===== config.mk =====
export PLATFORM = sky130hd
export DESIGN_NAME = clk_period_meter_flat
export DESIGN_NICKNAME = d
export VERILOG_FILES = /design/src/rtl/clk_period_meter_if.sv /design/src/rtl/clk_period_meter.sv /design/src/flat_wrapper.sv
export SDC_FILE = /design/constraint.sdc
export NUM_CORES = 1
export LEC_CHECK = 0
export ABC_AREA = 1
export CORE_MARGIN = 1
export CORE_UTILIZATION = 50
export DETAILED_ROUTE_END_ITERATION = 7
export HOLD_SLACK_MARGIN = 0.03
export PLACE_DENSITY = 0.71
export SETUP_SLACK_MARGIN = 0.5
export SYNTH_ARGS = -nofsm -noshare
export SYNTH_HDL_FRONTEND = slang
export SYNTH_SLANG_ARGS = --single-unit

===== constraint.sdc =====
create_clock -name inclk -period 2.35 [get_ports inclk]
set_clock_uncertainty 0.05 [all_clocks]
set_input_delay 0.47 -clock inclk [delete_from_list [all_inputs] [get_ports inclk]]
set_output_delay 0.47 -clock inclk [all_outputs]
set_load 0.005 [all_outputs]

===== src/rtl/clk_period_meter_if.sv =====
// Bundle of clk_period_meter measurement signals; master drives meas_clk/enable, slave is the meter.
// CLK_PERIOD_METER_MINMAX_EN adds minmax_clr, min_period and max_period.
interface clk_period_meter_if #(
   parameter int unsigned WIDTH = 32
);
   logic             meas_clk;
   logic             enable;
   logic [WIDTH-1:0] half_period;
   logic             meas_valid;
   logic             locked;
   logic             timeout;
`ifdef CLK_PERIOD_METER_MINMAX_EN
   logic             minmax_clr;
   logic [WIDTH-1:0] min_period;
   logic [WIDTH-1:0] max_period;

   modport master (
      output meas_clk, enable, minmax_clr,
      input  half_period, meas_valid, locked, timeout, min_period, max_period
   );
   modport slave (
      input  meas_clk, enable, minmax_clr,
      output half_period, meas_valid, locked, timeout, min_period, max_period
   );
`else
   modport master (
      output meas_clk, enable,
      input  half_period, meas_valid, locked, timeout
   );
   modport slave (
      input  meas_clk, enable,
      output half_period, meas_valid, locked, timeout
   );
`endif
endinterface


===== src/rtl/clk_period_meter.sv =====
// Measures the half-period of an asynchronous toggling clock in inclk cycles, with lock and loss detection.
// Optional min/max tracking is enabled by defining CLK_PERIOD_METER_MINMAX_EN.
module clk_period_meter #(
   parameter int unsigned WIDTH       = 32,
   parameter int unsigned TIMEOUT     = 1048576,
   parameter int unsigned LOCK_COUNT  = 4,
   parameter int unsigned SYNC_STAGES = 2
) (
   input logic               inclk,
   input logic               Reset_n,
   clk_period_meter_if.slave bus
);

   localparam int unsigned      MW       = $clog2(LOCK_COUNT + 1);
   localparam logic [WIDTH-1:0] C_TMO    = WIDTH'(TIMEOUT);
   localparam logic [WIDTH-1:0] C_TMO_M1 = WIDTH'(TIMEOUT - 1);
   localparam logic [MW-1:0]    C_LOCK   = MW'(LOCK_COUNT);

   typedef enum logic [1:0] {
      S_IDLE,
      S_MEASURE,
      S_LOST
   } state_t;

   state_t                 r_state;
   logic [SYNC_STAGES-1:0] r_sync;
   logic                   r_prev;
   logic [WIDTH-1:0]       r_cnt;
   logic [WIDTH-1:0]       r_half_period;
   logic                   r_valid;
   logic                   r_locked;
   logic                   r_timeout;
   logic [MW-1:0]          r_match_cnt;

   logic                   w_edge;
   logic [WIDTH:0]         w_diff;
   logic                   w_close;
   logic [MW-1:0]          w_match_next;

   always_ff @(posedge inclk or negedge Reset_n) begin
      if (!Reset_n) begin
         r_sync <= '0;
         r_prev <= 1'b0;
      end else begin
         r_sync <= {r_sync[SYNC_STAGES-2:0], bus.meas_clk};
         r_prev <= r_sync[SYNC_STAGES-1];
      end
   end

   assign w_edge = r_sync[SYNC_STAGES-1] ^ r_prev;

   always_ff @(posedge inclk or negedge Reset_n) begin
      if (!Reset_n) begin
         r_cnt <= '0;
      end else if (w_edge) begin
         r_cnt <= WIDTH'(1);
      end else if (r_cnt != C_TMO) begin
         r_cnt <= r_cnt + WIDTH'(1);
      end
   end

   // One extra bit keeps the signed difference exact; -1 is all ones.
   assign w_diff  = {1'b0, r_cnt} - {1'b0, r_half_period};
   assign w_close = (w_diff == '0) || (w_diff == (WIDTH+1)'(1)) || (w_diff == '1);

   always_comb begin
      w_match_next = MW'(1);
      if ((r_match_cnt != '0) && w_close) begin
         w_match_next = (r_match_cnt == C_LOCK) ? C_LOCK : r_match_cnt + MW'(1);
      end
   end

   always_ff @(posedge inclk or negedge Reset_n) begin
      if (!Reset_n) begin
         r_state       <= S_IDLE;
         r_half_period <= '0;
         r_valid       <= 1'b0;
         r_locked      <= 1'b0;
         r_timeout     <= 1'b0;
         r_match_cnt   <= '0;
      end else begin
         r_valid <= 1'b0;
         if (!bus.enable) begin
            r_state     <= S_IDLE;
            r_locked    <= 1'b0;
            r_timeout   <= 1'b0;
            r_match_cnt <= '0;
         end else begin
            case (r_state)
               S_IDLE: begin
                  if (w_edge) r_state <= S_MEASURE;
               end
               S_MEASURE: begin
                  // An edge on the timeout cycle still counts as a measurement.
                  if (w_edge) begin
                     r_half_period <= r_cnt;
                     r_valid       <= 1'b1;
                     r_match_cnt   <= w_match_next;
                     r_locked      <= (w_match_next == C_LOCK);
                  end else if (r_cnt >= C_TMO_M1) begin
                     r_state     <= S_LOST;
                     r_timeout   <= 1'b1;
                     r_locked    <= 1'b0;
                     r_match_cnt <= '0;
                  end
               end
               S_LOST: begin
                  if (w_edge) begin
                     r_state   <= S_MEASURE;
                     r_timeout <= 1'b0;
                  end
               end
               default: r_state <= S_IDLE;
            endcase
         end
      end
   end

   assign bus.half_period = r_half_period;
   assign bus.meas_valid  = r_valid;
   assign bus.locked      = r_locked;
   assign bus.timeout     = r_timeout;

`ifdef CLK_PERIOD_METER_MINMAX_EN
   logic [WIDTH-1:0] r_min;
   logic [WIDTH-1:0] r_max;

   always_ff @(posedge inclk or negedge Reset_n) begin
      if (!Reset_n) begin
         r_min <= '1;
         r_max <= '0;
      end else if (bus.minmax_clr) begin
         r_min <= r_valid ? r_half_period : '1;
         r_max <= r_valid ? r_half_period : '0;
      end else if (r_valid) begin
         if (r_half_period < r_min) r_min <= r_half_period;
         if (r_half_period > r_max) r_max <= r_half_period;
      end
   end

   assign bus.min_period = r_min;
   assign bus.max_period = r_max;
`endif

endmodule

===== src/flat_wrapper.sv =====
// flat-port wrapper written by rule: the top's interface ports become plain ports
module clk_period_meter_flat 
#(
   parameter int unsigned WIDTH       = 32,
   parameter int unsigned TIMEOUT     = 1048576,
   parameter int unsigned LOCK_COUNT  = 4,
   parameter int unsigned SYNC_STAGES = 2
)
  (inclk, Reset_n, bus_meas_clk, bus_enable, bus_half_period, bus_meas_valid, bus_locked, bus_timeout);
  clk_period_meter_if #(.WIDTH(WIDTH)) bus_i ();
  input logic inclk;
  input logic Reset_n;
  input wire logic [$bits(bus_i.meas_clk)-1:0] bus_meas_clk;
  input wire logic [$bits(bus_i.enable)-1:0] bus_enable;
  output wire logic [$bits(bus_i.half_period)-1:0] bus_half_period;
  output wire logic [$bits(bus_i.meas_valid)-1:0] bus_meas_valid;
  output wire logic [$bits(bus_i.locked)-1:0] bus_locked;
  output wire logic [$bits(bus_i.timeout)-1:0] bus_timeout;
  assign bus_i.meas_clk = bus_meas_clk;
  assign bus_i.enable = bus_enable;
  assign bus_half_period = bus_i.half_period;
  assign bus_meas_valid = bus_i.meas_valid;
  assign bus_locked = bus_i.locked;
  assign bus_timeout = bus_i.timeout;
  clk_period_meter #(.WIDTH(WIDTH), .TIMEOUT(TIMEOUT), .LOCK_COUNT(LOCK_COUNT), .SYNC_STAGES(SYNC_STAGES)) u_core (.inclk(inclk), .Reset_n(Reset_n), .bus(bus_i));
endmodule

Figure 1. Routing congestion map.
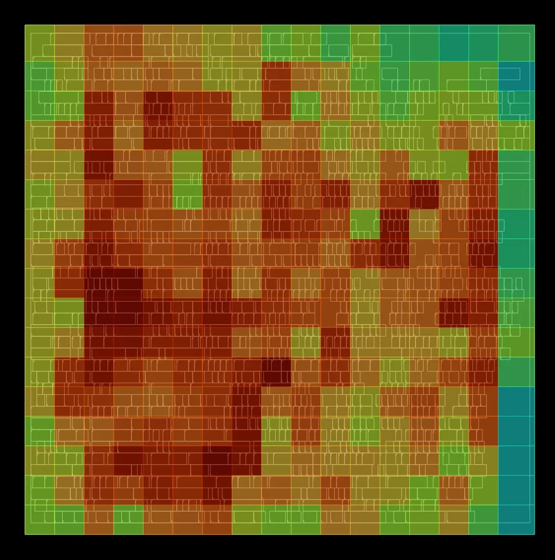
met2 usage in global routing: 0.531
grt peak-use layer: met2
GRT Overall Usage: 0.338

Figure 2. Gate-type map.
Bar = 20 microns.
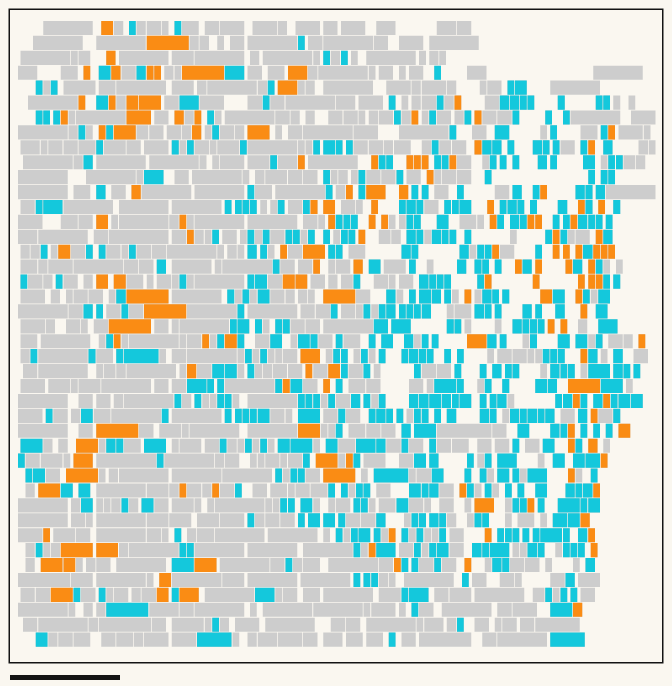
orange -> NOR gates  # cells 150, most used nor2_1, where widely spread
cyan -> NAND gates  # cells 520, most used nand2_1
Non-Filler Instances: 1560
Comb/total area: 0.485
most frequent logic cell in the layout: nand2_1

==> results.cfg <==
; yosys + openroad results
[layout]
antenna_cells = 0
num-nets-final = 1421
nFillCells = 863

[clock_network]
cts_num_sinks = 75
clockRootBuffer = clkbuf_16
clk_pin_slew_worst_paths_ns = 0.06
clk_latency_ns = 0.35
cts_tree = done

[worst_setup_path]
required_ns = 2.52
critPathCaptureType = flip-flop
crit_family = simple AND/OR/NAND/NOR gates
crit_chain = buf_4 -> ha_2 -> nand2_1 -> inv_2 -> nand4_4 -> nor2_4 -> nand4_1 -> nor4_4 -> nand2_2 -> buf_4 -> o21ai_0 -> a21oi_1
critical_path_class = reg -> reg
crit_path_frequent_cell = buf_4

[synthesis]
ys_sh_simple = 0.435
synthXorXnorAreaFrac = 0.00641
syn_avg_cell_area_sq_um = 6.05
adder_share = 0.0707
ys_types = 41
synthCells = 1129
floorplan.nets = 1171
synth_seq_share = 0.275
synthTopCellsByArea = dfrtp_1 27%, nand2_1 21%, inv_1 11%
yosysWarnings = 0

[timing]
max_freq_mhz = 385
slew_violations = 0
whs_ns = 0.0301
fin_ws_ns = -0.245
finalSetupViolCount = 11
fin_crit_ns = 2.60
rsz0062_at_grt = true
relSlewSlack = 0.566

[pwr]
leakagePower_nw = 5.83

[grt]
grt_pass1_vias = 7556
antenna_found_initial = 0
overflow = 0

[worst_hold_path]
hp-class = in -> async

[placed_design]
place_ws_ns = -0.267
gp_congestion = 0.921
dpl_cell_area_sq_um = 8680

[die]
die_y_microns = 119
rows = 42

[outcome]
violations = setup timing
status = finished, violations left

[drt]
routed.top_layer = met4
drt_pass1_iterations = 6
Figure 3. Routed metal, one colour a layer.
Bar = 20 microns.
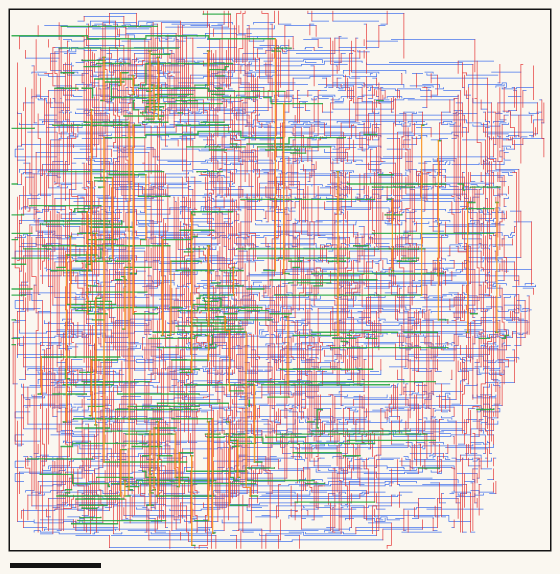
red -> met2  # wire length 12500 microns
green -> met3  # wire length 2220 microns
blue -> met1  # wire length 11500 microns
orange -> met4  # wire length 1090 microns
DR WL/cell: 17.6 microns
WL final: 27400 microns
DR vias: 8673

Figure 4. Local utilization.
The die is cut into 12 by 12 equal tiles; dark blue is low, red is high, 0 to 100% covered.
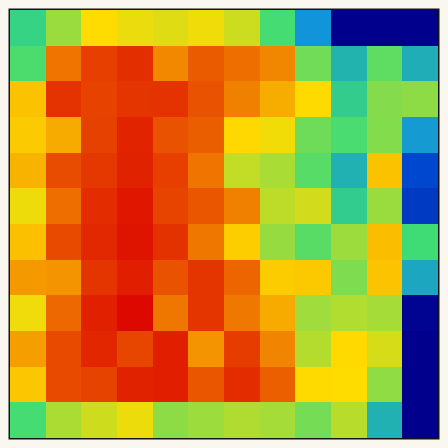
mean over tiles = 72%
emptiest ninth of the die = upper right
nearly empty tiles = 4.9%
tiles over 75% full = 56%
core area: 13300 sq um
FP Util: 0.514

[cell type report]
cell class	instances	area [sq um]	area share
Clock inverter	7	98.8	0.00958
Timing Repair Buffer	248	2080	0.201
Tap cell	176	220	0.0213
Clock buffer	9	225	0.0218
Inverter	211	813	0.0788
Multi-Input combinational cell	834	5010	0.485
Sequential cell	75	1880	0.182
[power breakdown]
part           switching (mW)  internal (mW)
clock network           0.603          0.937
logic                    3.53           2.18
registers              0.0743           1.38
total                    4.20           4.50
[layout by cell type, fill, tap and decap left out, types with 32 or more instances in the layout]
| master | n |
|---|---|
| nand2_1 | 350 |
| buf_4 | 190 |
| inv_1 | 178 |
| nor2_1 | 91 |
| nand3_1 | 80 |
| dfrtp_1 | 72 |
| o21ai_0 | 49 |
| nand2_2 | 42 |
| a21oi_1 | 32 |
[routing by layer]
layer,up-vias,GRT usage
met5,-,0
met4,0,0.119
met3,107,0.0484
met2,518,0.531
met1,3993,0.476
li1,4055,-
[what timing repair did]
action,in CTS,in global routing
endpoints found under the setup margin,55,58
pin swaps,22,36
cloned,0,0
resized,114,121
setup buffers,19,25
[path summary, 6_finish.rpt]
path / from / end / slack (ns) / depth (start not counted)
max: u_core.r_cnt[1] / u_core.r_cnt[24] / -0.25 / 12
min: Reset_n / u_core.bus.half_period[31] / 0.03 / 1
max reg2reg: u_core.r_cnt[1] / u_core.r_cnt[24] / -0.25 / 12
min reg2reg: u_core.r_sync[0] / u_core.r_sync[1] / 0.31 / 0
max in group asynchronous: Reset_n / u_core.bus.half_period[1] / 1.61 / 2
min in group inclk: u_core.r_sync[0] / u_core.r_sync[1] / 0.31 / 0
